$ cat src/rtl/vector_mul_sequencer.sv
// vector_mul_sequencer: a multi-cycle vector fixed-point multiplier.
// One LANES-wide operand pair is accepted per transaction. PHYS_LANES
// multipliers are time-shared across all lanes, NBEATS = LANES/PHYS_LANES
// beats in total. The packed result is then held on a valid/ready output.
//
// Build option: define VMUL_SEQ_SAT_EN to saturate each lane result to all
// ones when the scaled product does not fit in DATA_WIDTH bits. Without it
// the scaled product is truncated. Result timing is the same in both builds.
//
// state     | meaning
// ----------+-----------------------------------------------------------
// S_IDLE    | in_ready=1, waiting for an operand pair
// S_COMPUTE | one beat per cycle, PHYS_LANES lanes written to out per beat
// S_DONE    | out_valid=1, out held until out_ready

module vector_mul_sequencer #(
   parameter int DATA_WIDTH = 8,
   parameter int LANES      = 8,
   parameter int PHYS_LANES = 2,
   parameter int FRAC_BITS  = 10
) (
   input  logic                        clk,
   input  logic                        rst,
   input  logic                        in_valid,
   output logic                        in_ready,
   input  logic [LANES*DATA_WIDTH-1:0] operand1,
   input  logic [LANES*DATA_WIDTH-1:0] operand2,
   output logic                        out_valid,
   input  logic                        out_ready,
   output logic [LANES*DATA_WIDTH-1:0] out,
   output logic                        busy
);

   localparam int NBEATS = LANES / PHYS_LANES;
   localparam int BEAT_W = $clog2(NBEATS + 1);
   localparam int PROD_W = 2 * DATA_WIDTH;
   localparam int VEC_W  = LANES * DATA_WIDTH;
   localparam logic [BEAT_W-1:0] LAST_BEAT = BEAT_W'(NBEATS - 1);

   // Uneven lane sharing would leave lanes uncomputed; refuse to elaborate.
   if (PHYS_LANES < 1 || (LANES % PHYS_LANES) != 0) begin : g_bad_phys_lanes
      $error("vector_mul_sequencer: PHYS_LANES must divide LANES");
   end

   typedef enum logic [1:0] {
      S_IDLE    = 2'd0,
      S_COMPUTE = 2'd1,
      S_DONE    = 2'd2
   } state_t;

   state_t              state;
   state_t              state_nx;
   logic [BEAT_W-1:0]   beat;
   logic [VEC_W-1:0]    op_a;
   logic [VEC_W-1:0]    op_b;
   logic [VEC_W-1:0]    out_r;
   logic [DATA_WIDTH-1:0] lane_res [PHYS_LANES];

   // State register.
   always_ff @(posedge clk) begin
      if (rst) begin
         state <= S_IDLE;
      end else begin
         state <= state_nx;
      end
   end

   // Next-state and handshake outputs; all outputs decode directly from state.
   always_comb begin
      state_nx  = state;
      in_ready  = 1'b0;
      out_valid = 1'b0;
      busy      = 1'b1;
      case (state)
         S_IDLE: begin
            in_ready = 1'b1;
            busy     = 1'b0;
            if (in_valid) begin
               state_nx = S_COMPUTE;
            end
         end
         S_COMPUTE: begin
            if (beat == LAST_BEAT) begin
               state_nx = S_DONE;
            end
         end
         S_DONE: begin
            out_valid = 1'b1;
            if (out_ready) begin
               state_nx = S_IDLE;
            end
         end
         default: begin
            state_nx = S_IDLE;
            busy     = 1'b0;
         end
      endcase
   end

   // Physical multipliers: each picks its lane of the current beat from the
   // latched operands, multiplies at full width and applies the fixed-point shift.
   for (genvar j = 0; j < PHYS_LANES; j++) begin : g_mul
      logic [DATA_WIDTH-1:0] a_sel;
      logic [DATA_WIDTH-1:0] b_sel;
      logic [PROD_W-1:0]     prod;

      assign a_sel = op_a[(int'(beat) * PHYS_LANES + j) * DATA_WIDTH +: DATA_WIDTH];
      assign b_sel = op_b[(int'(beat) * PHYS_LANES + j) * DATA_WIDTH +: DATA_WIDTH];
      assign prod  = {{DATA_WIDTH{1'b0}}, a_sel} * {{DATA_WIDTH{1'b0}}, b_sel};

`ifdef VMUL_SEQ_SAT_EN
      logic [PROD_W-1:0] q;
      // A shift of PROD_W or more leaves zero, so large FRAC_BITS needs no special case.
      assign q = prod >> FRAC_BITS;
      assign lane_res[j] = (q[PROD_W-1:DATA_WIDTH] != '0) ? {DATA_WIDTH{1'b1}}
                                                          : q[DATA_WIDTH-1:0];
`else
      // A shift of PROD_W or more leaves zero, so large FRAC_BITS needs no special case.
      assign lane_res[j] = DATA_WIDTH'(prod >> FRAC_BITS);
`endif
   end

   // Operand capture, beat counting and lane write-back into the result register.
   always_ff @(posedge clk) begin
      if (rst) begin
         beat  <= '0;
         op_a  <= '0;
         op_b  <= '0;
         out_r <= '0;
      end else begin
         case (state)
            S_IDLE: begin
               if (in_valid) begin
                  op_a <= operand1;
                  op_b <= operand2;
                  beat <= '0;
               end
            end
            S_COMPUTE: begin
               for (int j = 0; j < PHYS_LANES; j++) begin
                  out_r[(int'(beat) * PHYS_LANES + j) * DATA_WIDTH +: DATA_WIDTH] <= lane_res[j];
               end
               beat <= beat + BEAT_W'(1);
            end
            default: begin
            end
         endcase
      end
   end

   assign out = out_r;

endmodule

$ cat config.mk
export PLATFORM = sky130hd
export DESIGN_NAME = vector_mul_sequencer
export DESIGN_NICKNAME = d
export VERILOG_FILES = /design/src/rtl/vector_mul_sequencer.sv
export SDC_FILE = /design/constraint.sdc
export NUM_CORES = 1
export LEC_CHECK = 0
export ABC_CLOCK_PERIOD_IN_PS = 6400
export CAP_MARGIN = 20
export CORE_MARGIN = 8
export CORE_UTILIZATION = 49
export DETAILED_ROUTE_END_ITERATION = 10
export PLACE_DENSITY = 0.88
export SYNTH_ARGS = -nofsm -noshare
export SYNTH_HDL_FRONTEND = slang
export SYNTH_SLANG_ARGS = --single-unit
$ cat constraint.sdc
create_clock -name clk -period 6.4 [get_ports clk]
set_input_delay 1.28 -clock clk [delete_from_list [all_inputs] [get_ports clk]]
set_output_delay 1.28 -clock clk [all_outputs]
set_load 0.01 [all_outputs]
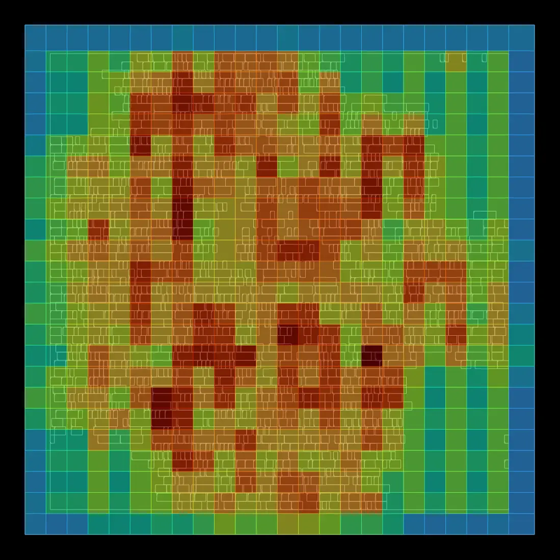
(run_1/congestion_map.png)
busiest grt layer: met2
GRT met2 Usage: 38.5%
met3 Track Usage GR: 5.13%

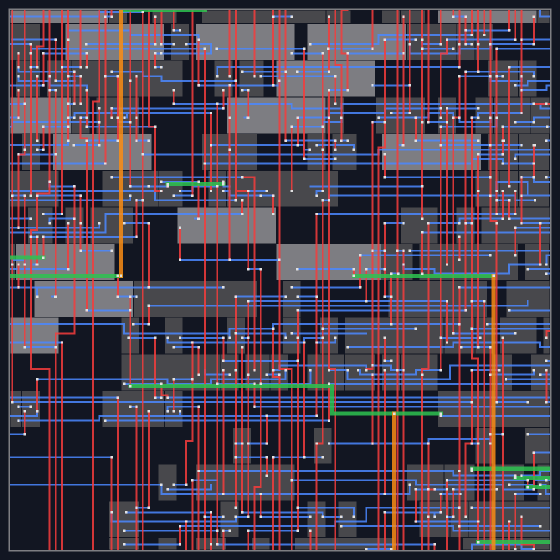
(run_1/closeup.png)
Window x 64 to 104, y 97 to 137 um. Cells in grey, sequential cells in the stronger grey; small squares are vias.
Orange shows M4. Blue shows M1. Red shows M2. Green shows M3.
Netlist names of flops here include `op_a` (11), `beat` (1). Sequential cells in the window: 12. 96 logic cells have their middle in the window. Most frequent: nand2_1 (20), nor2_1 (15), dfxtp_1 (11).

==> reports/metrics.yaml, run 1 <==
areaGrowthSynthToFinish_pct: 24.0
ys_seq_share_pct: 32.4
root_buffer: "clkbuf_16"
fp.dieH_um: 167
clkTransAtPathRegs_ns: 0.07
p_clk_share_pct: 28.7
power_mw: 3.86
synthFlopType: "dfxtp_1"
period_needed_ns: 6.09
setup_tns_ns: 0
viasPerCell: 5.49
worstSetupStartpointType: "flop"
endpoint_kind: "flop"
yosys-stat-area_sq_um: 11200
drive_gt1_share_pct: 7.82
grt_max_degree: 112
vdd_drop_max_mv: 0.162
wirelength_um: 32300
cts_resized: 0
wl_per_cell_um: 18.3
power-per-cell-area_nw_per_um2: 278
critPathRequiredTime_ns: 6.77
dp_hpwl_um: 24800
ys_cells: 1312
yosys.area.top_type: "dfxtp_1"
yosysWarnings: 0
slew_headroom_pct: 27.0
switching_share_pct: 37.8
antenna_found_initial: 0
fill_cells: 1772
diodes: 0
top_cells_by_area: "dfxtp_1 32%, fa_1 13%, nand2_1 11%"
initial_utilization_pct: 49.8
cts_max_path_buffers: 2
place.gp.congestion: 0.937
synthDistinctLibCells: 55
syn_inst: 1312
grt_pass1_vias: 10100
coreArea_sq_um: 22500
first_iter_violations: 910
layout_top_cell: "nand2_1"
top_layer: "met4"
top_area_share_pct: 32.4
reg2reg_depth: 20
critPathArrivalTime_ns: 6.46
outcome: "complete, no violations"
synth_area_sq_um: 11200
fin_skew_ns: 0.00923
drt.antenna.violating_nets: 0
setup_viol: 0
clk_latency_ns: 0.44
leakage_nw: 6.05
firstDrtPassIters: 5
syn_avg_cell_area_sq_um: 8.53
finalWorstSetupSlack_ns: 0.307
worstMarginPinSlew_ns: 1.09
drc: 0
crit_chain: "buf_12 > mux2_2 > o21ai_1 > nor2_1 > fa_1 > inv_1 > fa_1 > inv_1 > fa_1 > inv_1 > fa_1 > inv_1 > ha_1 > and4_1 > and3_1 > o31a_1 > or3_1 > xnor2_1 > or3_1 > a21oi_1"
cts_sinks: 181
grt_usage_pct: 22.9
die_w_um: 167
grt_overflow_total: 0
power_switching_mw: 1.46
worstSetupPathType: "flop to flop"
post_cts_buffers: 0
pre_cts_ws_ns: 0.359
wl_met2_um: 15700
wl_met1_um: 13800
timing.fmax_mhz: 164
postCtsHoldBufs: 0
max_stage_delay_ns: 0.54
min_path_cells: 2
synth-edff-count: 0
row_count: 55
vias: 9704
pwr-share-seq_pct: 35.4
numPortBuffers: 182
max_cap_viol_count: 0
crit_path_max_fanout: 38
numCtsBuffers: 17
slew_viol_final: 0
grt_pass1_wl_um: 52100
hold_viol_final: 0
wl_met3_um: 2100
lay_top_cells: "320 x nand2_1, 181 x clkdlybuf4s50_1, 180 x dfxtp_1, 147 x a21oi_1, 91 x inv_1"
synth-seq-cells: 181
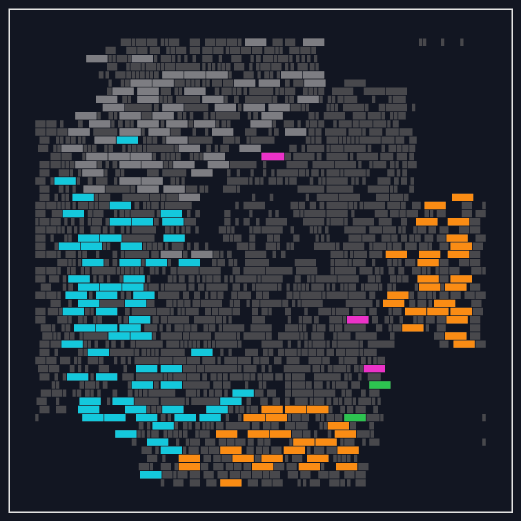
(run_1/ff_map.png)
Drawn at 3 px/um. Other sequential cells in the stronger grey, the rest of the logic in the fainter grey.
Green shows `state`, placed flops 2. Magenta shows `beat`, placed flops 3. Cyan shows `op_b`, placed flops 64. Orange shows `out`, placed flops 48.
Another 64 sequential cells are not coloured.

==> run 1: state kept, by name, indices dropped and copies added (netlist names) <==
name / count
op_a: 64
beat: 3
op_b: 64
state: 2
out: 48
==> run 1: per-layer routing <==
metal  GRT usage (%)  vias up
li1                -     4644
met1            28.9     4649
met2            38.5      354
met3            5.13       57
met4            7.53        0
met5               0        -
==> run 1: cell type report <==
class                           instances  area [sq um]  share of cell area (%)
Clock buffer                           17           425                    3.06
Sequential cell                       181          3620                    26.1
Timing Repair Buffer                  209          2030                    14.7
Clock inverter                         15           193                    1.39
Multi-Input combinational cell        969          6900                    49.7
Tap cell                              285           357                    2.57
Inverter                               92           345                    2.49
==> run 1: final timing paths <==
check	start	endpoint	slack [ns]
setup / recovery	beat[0]$_SDFFE_PP0P_	out[41]$_SDFFE_PP0P_	0.31
hold / removal	op_a[60]$_SDFFE_PP0P_	op_a[60]$_SDFFE_PP0P_	0.45
setup reg to reg	beat[0]$_SDFFE_PP0P_	out[41]$_SDFFE_PP0P_	0.31
hold reg to reg	op_a[60]$_SDFFE_PP0P_	op_a[60]$_SDFFE_PP0P_	0.45
==> run 1: synthesized netlist by cell type (all sizes together), types with 2 or more instances <==
cell and number:
o31ai 12, a22o 12, nand3 13, xor2 3
nand2 322, nand2b 11, nor4 2, o21ai 24
mux4 25, nand3b 9, fa 70, nor3 12
a211oi 4, a2bb2oi 2, inv 91, or4 2
or3 9, ha 75, xnor2 7, o31a 3
nand4 5, and2 7, and3 43, a21oi 147
mux2i 14, mux2 8, buf 32, or2 10
nor2b 7, dfxtp 181, o22ai 3, clkbuf 53
a21o 6, nor2 77
==> run 1: stage by stage <==
step	cells	hold slack [ns]	utilization, %	area, sq um
floorplan	1327	0.432	-	11300
detailed placement	1736	0.446	58.9	13300
finish	1768	0.455	61.7	13900
global placement	1736	0.438	58.9	13300
global route	1768	0.475	61.7	13900
CTS	1768	0.455	61.7	13900
==> run 1: critical path: cells and delay by family, from the launching register on <==
kind | cells | cell delay (ns)
AND/OR/NAND/NOR | 5 | 1.27
buffers and inverters | 5 | 0.48
flip-flops | 1 | 0.35
adder cells (fa/ha/maj) | 5 | 2.39
AND-OR/OR-AND | 3 | 0.91
XOR/XNOR | 1 | 0.20
multiplexers | 1 | 0.37
==> run 1: kinds of logic after synthesis <==
| group | share of synthesized area, % |
|---|---|
| fa+ha+maj | 20.9 |
| compound gates | 11.3 |
| buf+inv | 6.59 |
| xor+xnor | 0.782 |
| flops | 32.4 |
| other cells | 0.0335 |
| simple gates | 20.9 |
| mux | 7.12 |
==> run 1: power by group through the flow <==
stage | clock [mW] | sequential (mW) | combinational (mW)
6_report | 1.10 | 1.37 | 1.38
5_1_grt | 1.16 | 1.38 | 1.53
4_1_cts | 1.11 | 1.36 | 1.38
3_5_place_dp | 0 | 1.39 | 1.36
3_3_place_gp | 0 | 1.38 | 1.33
2_1_floorplan | 0 | 1.36 | 0.936
==> inputs of run 2 (changes only) <==
--- a/config.mk
+++ b/config.mk
@@ -11,6 +11,7 @@
 export CORE_UTILIZATION = 49
 export DETAILED_ROUTE_END_ITERATION = 10
 export PLACE_DENSITY = 0.88
+export SKIP_LAST_GASP = 1
 export SYNTH_ARGS = -nofsm -noshare
 export SYNTH_HDL_FRONTEND = slang
 export SYNTH_SLANG_ARGS = --single-unit
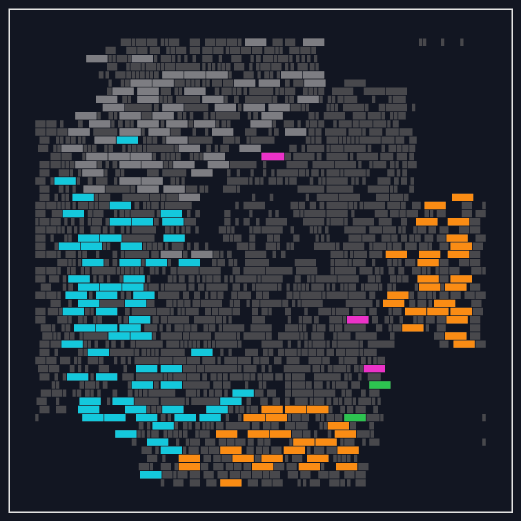
(run_2/ff_map.png)
Drawn at 3 px/um. Other sequential cells in the stronger grey, the rest of the logic in the fainter grey.
Magenta shows `beat`, placed flops 3. Cyan shows `op_b`, placed flops 64. Green shows `state`, placed flops 2. Orange shows `out`, placed flops 48.
Another 64 sequential cells are not coloured.

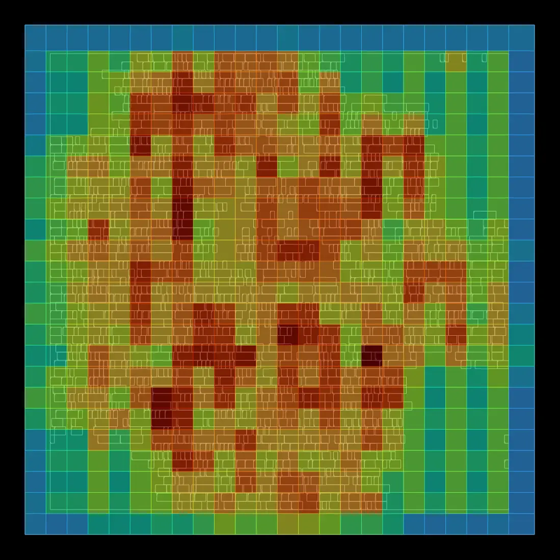
(run_2/congestion_map.png)
Wirelength per Cell: 18.3 um
All-Layer GR Usage: 22.9%
GRT met1 Usage: 28.9%
Util after Layout: 61.7%

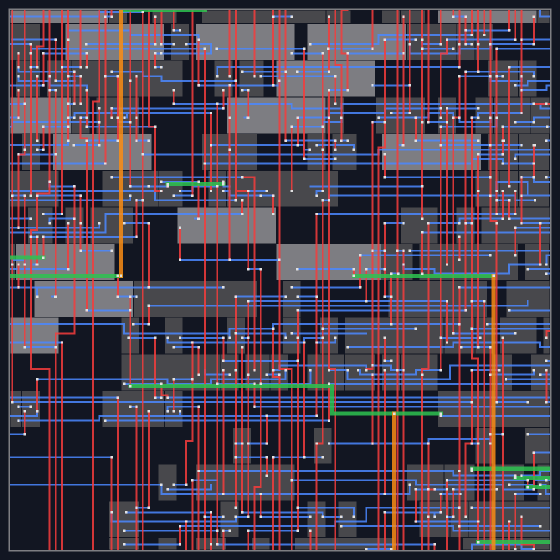
(run_2/closeup.png)
Window x 64 to 104, y 97 to 137 um. Cells in grey, sequential cells in the stronger grey; small squares are vias.
Blue shows M1. Red shows M2. Green shows M3. Orange shows M4.
Netlist names of flops here include `op_a` (11), `beat` (1). Sequential cells in the window: 12. Most frequent: nand2_1 (20), nor2_1 (15), dfxtp_1 (11). 96 logic cells have their middle in the window.

==> reports/metrics.yaml, run 2 <==
clk_latency_ns: 0.44
place_area_sq_um: 13300
areaGrowthSynthToFinish_pct: 24.0
yosys-stat-area_sq_um: 11200
yosysWarnings: 0
root_buffer: "clkbuf_16"
top_cells_by_count: "321 x nand2_1, 181 x dfxtp_1, 147 x a21oi_1, 91 x inv_1, 77 x nor2_1"
setup_viol: 0
drive_gt1_share_pct: 7.82
crit_chain: "buf_12 > mux2_2 > o21ai_1 > nor2_1 > fa_1 > inv_1 > fa_1 > inv_1 > fa_1 > inv_1 > fa_1 > inv_1 > ha_1 > and4_1 > and3_1 > o31a_1 > or3_1 > xnor2_1 > or3_1 > a21oi_1"
post_cts_buffers: 0
vias: 9704
crit_path_max_fanout: 38
finalWorstSetupSlack_ns: 0.307
fp.dieH_um: 167
cts_max_path_buffers: 2
power-per-cell-area_nw_per_um2: 278
top_cells_by_area: "dfxtp_1 32%, fa_1 13%, nand2_1 11%"
yosys.area.top_type: "dfxtp_1"
slowest_stage: "fa_1"
grt_pass1_vias: 10100
setup_tns_ns: 0
hold_slack_ns: 0.455
fill_cells: 1772
synthFlopType: "dfxtp_1"
synth-seq-cells: 181
die_w_um: 167
slew_viol_final: 0
max_cap_viol_count: 0
critPathArrivalTime_ns: 6.46
grt_overflow_total: 0
drc: 0
critPathRequiredTime_ns: 6.77
syn_avg_cell_area_sq_um: 8.53
register_area_sq_um: 3620
endpoint_kind: "flop"
layout_top_cell: "nand2_1"
ys_cells: 1312
vdd_drop_max_mv: 0.162
ys_seq_share_pct: 32.4
cts_resized: 0
grt_max_degree: 112
antenna_found_initial: 0
worstSetupStartpointType: "flop"
crit_buf_inv: 5
period_needed_ns: 6.09
diodes: 0
synth_top_cell_by_count: "nand2_1"
viasPerCell: 5.49
comb_area_sq_um: 6900
final_area_sq_um: 13900
slew_headroom_pct: 27.0
pre_cts_ws_ns: 0.359
busiest_layer: "met2"
numCtsBuffers: 17
postCtsHoldBufs: 0
use_met2_pct: 38.5
synth-edff-count: 0
grt_pass1_wl_um: 52100
first_iter_violations: 910
worstSetupPathType: "flop to flop"
top_area_share_pct: 32.4
wirelength_um: 32300
firstDrtPassIters: 5
coreArea_sq_um: 22500
numPortBuffers: 182
outcome: "complete, no violations"
crit_family: "adder cells"
dp_hpwl_um: 24800
drt.antenna.violating_nets: 0
place.gp.congestion: 0.937
fin_skew_ns: 0.00923
clkTransAtPathRegs_ns: 0.07
syn_inst: 1312
met3_usage_pct: 5.13
cts_tree: "yes"
timing.fmax_mhz: 164
max_stage_delay_ns: 0.54
cts_sinks: 181
worstMarginPinSlew_ns: 1.09
row_count: 55
synth_area_sq_um: 11200
-- run 2: power by group --
group	total [mW]	switching (mW)	internal [mW]
combinational	1.38	0.859	0.526
clock	1.10	0.508	0.597
sequential	1.37	0.0889	1.28
total	3.86	1.46	2.40
-- run 2: tightest hold or removal path, stage by stage, from the launching register on --
cell	delay (ns)
dfxtp_1	0.31
nand2_1	0.05
a21oi_1	0.05
-- run 2: final timing paths --
| path | start | to | slack [ns] | cells past startpoint |
|---|---|---|---|---|
| min reg2reg | op_a[60]$_SDFFE_PP0P_ | op_a[60]$_SDFFE_PP0P_ | 0.45 | 2 |
| max | beat[0]$_SDFFE_PP0P_ | out[41]$_SDFFE_PP0P_ | 0.31 | 20 |
| max reg2reg | beat[0]$_SDFFE_PP0P_ | out[41]$_SDFFE_PP0P_ | 0.31 | 20 |
| min | op_a[60]$_SDFFE_PP0P_ | op_a[60]$_SDFFE_PP0P_ | 0.45 | 2 |
-- run 2: kinds of logic (layout without fill, tap and decap cells) --
family,Yosys count,in the layout,share of synthesized area (%)
XOR/XNOR,10,10,0.782
multiplexers,47,47,7.12
flip-flops,181,181,32.4
adder cells (fa/ha/maj),145,145,20.9
buffers and inverters,177,333,6.59
other,1,16,0.0335
AND-OR/OR-AND,220,220,11.3
AND/OR/NAND/NOR,531,531,20.9
-- run 2: per-layer routing --
| metal | vias up | wire (um) |
|---|---|---|
| li1 | 4644 | - |
| met5 | - | 0 |
| met3 | 57 | 2100 |
| met2 | 354 | 15700 |
| met1 | 4649 | 13800 |
| met4 | 0 | 724 |
-- run 2: metrics by stage --
step           power, mW  util [%]  std cells
2_1_floorplan       2.29         -       1327
3_3_place_gp        2.71      58.9       1736
3_5_place_dp        2.75      58.9       1736
4_1_cts             3.85      61.7       1768
5_1_grt             4.06      61.7       1768
6_report            3.86      61.7       1768
-- run 2: layout make-up --
type,instances,area share [%]
inverters,92,2.49
flip-flops and latches,181,26.1
repair buffers,209,14.7
clock buffers,17,3.06
multi-input cells,969,49.7
well taps,285,2.57
clock inverters,15,1.39
==> inputs of run 3 (changes only) <==
--- a/config.mk
+++ b/config.mk
@@ -10,6 +10,7 @@
 export CORE_MARGIN = 8
 export CORE_UTILIZATION = 49
 export DETAILED_ROUTE_END_ITERATION = 10
+export HOLD_SLACK_MARGIN = 0.05
 export PLACE_DENSITY = 0.88
 export SKIP_LAST_GASP = 1
 export SYNTH_ARGS = -nofsm -noshare
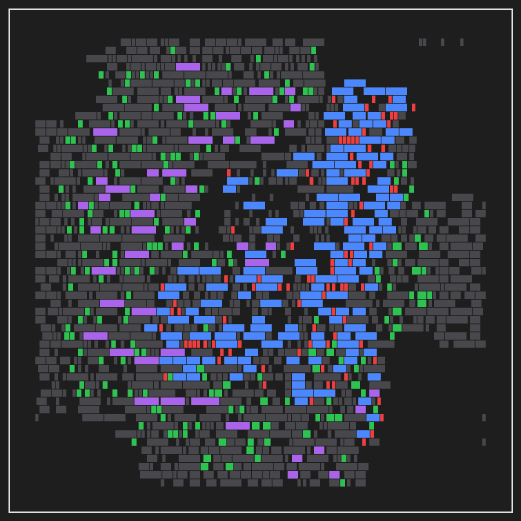
(run_3/gates.png)
Drawn at 3 px/um.
Green shows aoi and oai cells, cells 196, most used a21oi_1, where all over the die. Blue shows fa/ha/maj cells, cells 145, most used ha_1. Purple shows mux cells, cells 47, most used mux4_2. Red shows inv cells, cells 92, most used inv_1.

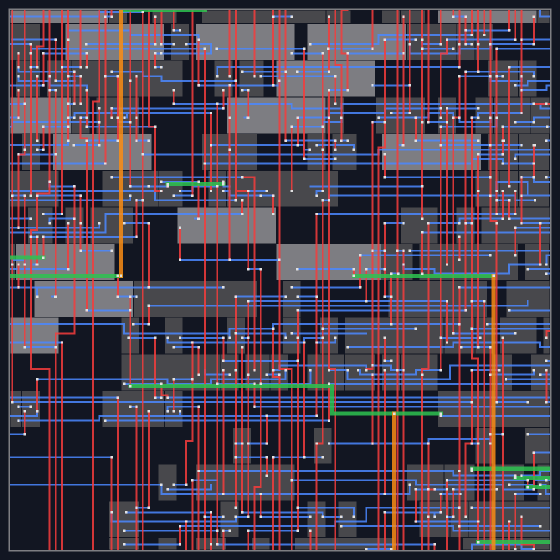
(run_3/closeup.png)
Window x 64 to 104, y 97 to 137 um. Cells in grey, sequential cells in the stronger grey; small squares are vias.
Red shows M2. Blue shows M1. Orange shows M4. Green shows M3.
Sequential cells in the window: 12. Most frequent: nand2_1 (20), nor2_1 (15), dfxtp_1 (11). 96 logic cells have their middle in the window. Netlist names of flops here include `op_a` (11), `beat` (1).

==> reports/metrics.yaml, run 3 <==
drc: 0
power_switching_mw: 1.46
ys_seq_share_pct: 32.4
firstDrtPassIters: 5
synth-seq-cells: 181
p_int_mw: 2.40
cts_tree: "yes"
grt_max_degree: 112
synthDistinctLibCells: 55
grt_overflow_total: 0
min_path_cells: 2
cts_resized: 0
areaGrowthSynthToFinish_pct: 24.0
lay_top_cells: "320 x nand2_1, 181 x clkdlybuf4s50_1, 180 x dfxtp_1, 147 x a21oi_1, 91 x inv_1"
clkTransAtPathRegs_ns: 0.07
worstSetupPathType: "flop to flop"
hold_viol_final: 0
leakage_nw: 6.05
final_net_count: 1747
vdd_drop_max_mv: 0.162
root_buffer: "clkbuf_16"
viasPerCell: 5.49
initial_utilization_pct: 49.8
synth_top_cell_by_count: "nand2_1"
slew_headroom_pct: 27.0
clk_latency_ns: 0.44
coreArea_sq_um: 22500
power-per-cell-area_nw_per_um2: 278
drt.antenna.violating_nets: 0
vias: 9704
grt_pass1_vias: 10100
fill_cells: 1772
grt_usage_pct: 22.9
pwr-share-comb_pct: 35.9
synthFlopType: "dfxtp_1"
row_count: 55
syn_inst: 1312
outcome: "complete, no violations"
ys_cells: 1312
yosys.area.top_type: "dfxtp_1"
diodes: 0
timing.fmax_mhz: 164
p_clk_share_pct: 28.7
top_cells_by_count: "321 x nand2_1, 181 x dfxtp_1, 147 x a21oi_1, 91 x inv_1, 77 x nor2_1"
place.gp.congestion: 0.937
reg2reg_depth: 20
critPathRequiredTime_ns: 6.77
wl_per_cell_um: 18.3
register_area_sq_um: 3620
postCtsHoldBufs: 0
numPortBuffers: 182
post_cts_buffers: 0
worstSetupStartpointType: "flop"
top_cells_by_area: "dfxtp_1 32%, fa_1 13%, nand2_1 11%"
pre_cts_ws_ns: 0.359
slew_viol_final: 0
yosysWarnings: 0
dp_hpwl_um: 24800
endpoint_kind: "flop"
first_iter_violations: 910
antenna_found_initial: 0
comb_area_sq_um: 6900
critPathArrivalTime_ns: 6.46
syn_avg_cell_area_sq_um: 8.53
crit_path_max_fanout: 38
setup_viol: 0
synth-edff-count: 0
cts_max_path_buffers: 2
fin_skew_ns: 0.00923
cts_sinks: 181
finalWorstSetupSlack_ns: 0.307
yosys-stat-area_sq_um: 11200
switching_share_pct: 37.8
fp.dieH_um: 167
hold_class: "flop to flop"
drive_gt1_share_pct: 7.82
period_needed_ns: 6.09
wirelength_um: 32300
worstMarginPinSlew_ns: 1.09
synth_area_sq_um: 11200
die_w_um: 167
numCtsBuffers: 17
top_area_share_pct: 32.4
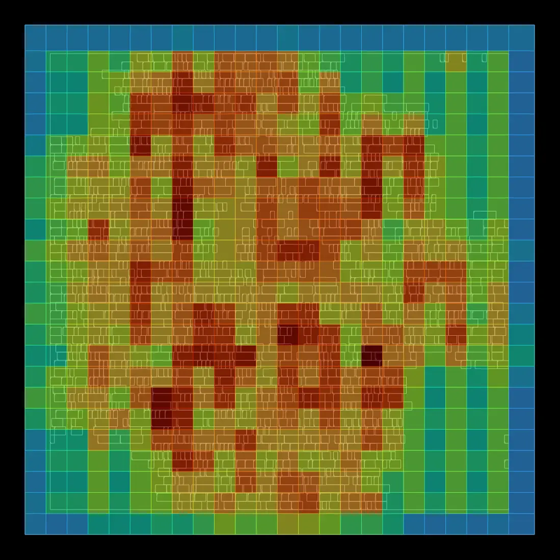
(run_3/congestion_map.png)

-- run 3: cell counts in the layout (fill, tap and decap cells not counted) --
No cell type changed its count.
-- run 3: power groups by stage --
stage | logic (mW) | clock network (mW) | registers (mW)
global placement | 1.33 | 0 | 1.38
CTS | 1.38 | 1.11 | 1.36
floorplan | 0.936 | 0 | 1.36
finish | 1.38 | 1.10 | 1.37
global route | 1.53 | 1.16 | 1.38
detailed placement | 1.36 | 0 | 1.39
-- run 3: logic make-up after synthesis --
| family | Yosys count | synth area share (%) |
|---|---|---|
| other | 1 | 0.0335 |
| AND/OR/NAND/NOR | 531 | 20.9 |
| adder cells (fa/ha/maj) | 145 | 20.9 |
| buffers and inverters | 177 | 6.59 |
| flip-flops | 181 | 32.4 |
| multiplexers | 47 | 7.12 |
| AND-OR/OR-AND | 220 | 11.3 |
| XOR/XNOR | 10 | 0.782 |
-- run 3: final cells by class --
cell class,count,area share (%)
Multi-Input combinational cell,969,49.7
Timing Repair Buffer,209,14.7
Clock inverter,15,1.39
Sequential cell,181,26.1
Inverter,92,2.49
Clock buffer,17,3.06
Tap cell,285,2.57
-- run 3: per-layer routing --
layer  share of wire, %  GRT usage, %
met2                 48          38.5
met1                 43          28.9
met3                6.5          5.13
met5                  0             0
met4                2.2          7.53
-- run 3: critical path, cell delays in order, from the launching register on --
cell and delay (ns):
dfxtp_2 0.35, buf_12 0.26, mux2_2 0.37, o21ai_1 0.51, nor2_1 0.15, fa_1 0.51
inv_1 0.05, fa_1 0.48, inv_1 0.06, fa_1 0.53, inv_1 0.06, fa_1 0.54
inv_1 0.05, ha_1 0.33, and4_1 0.19, and3_1 0.18, o31a_1 0.27, or3_1 0.36
xnor2_1 0.20, or3_1 0.39, a21oi_1 0.13
-- run 3: path summary, 6_finish.rpt --
check                                      startpoint                    end  slack, ns
worst min register to register  op_a[60]$_SDFFE_PP0P_  op_a[60]$_SDFFE_PP0P_       0.45
worst max register to register   beat[0]$_SDFFE_PP0P_   out[41]$_SDFFE_PP0P_       0.31
worst max-delay path             beat[0]$_SDFFE_PP0P_   out[41]$_SDFFE_PP0P_       0.31
worst min-delay path            op_a[60]$_SDFFE_PP0P_  op_a[60]$_SDFFE_PP0P_       0.45
-- run 3: per-stage QoR --
stage	hold WS, ns	utilization [%]	cell area (sq um)	instances	power, mW
global route	0.475	61.7	13900	1768	4.06
global placement	0.438	58.9	13300	1736	2.71
CTS	0.455	61.7	13900	1768	3.85
finish	0.455	61.7	13900	1768	3.86
floorplan	0.432	-	11300	1327	2.29
detailed placement	0.446	58.9	13300	1736	2.75
Power and IR drop assume default switching activity.
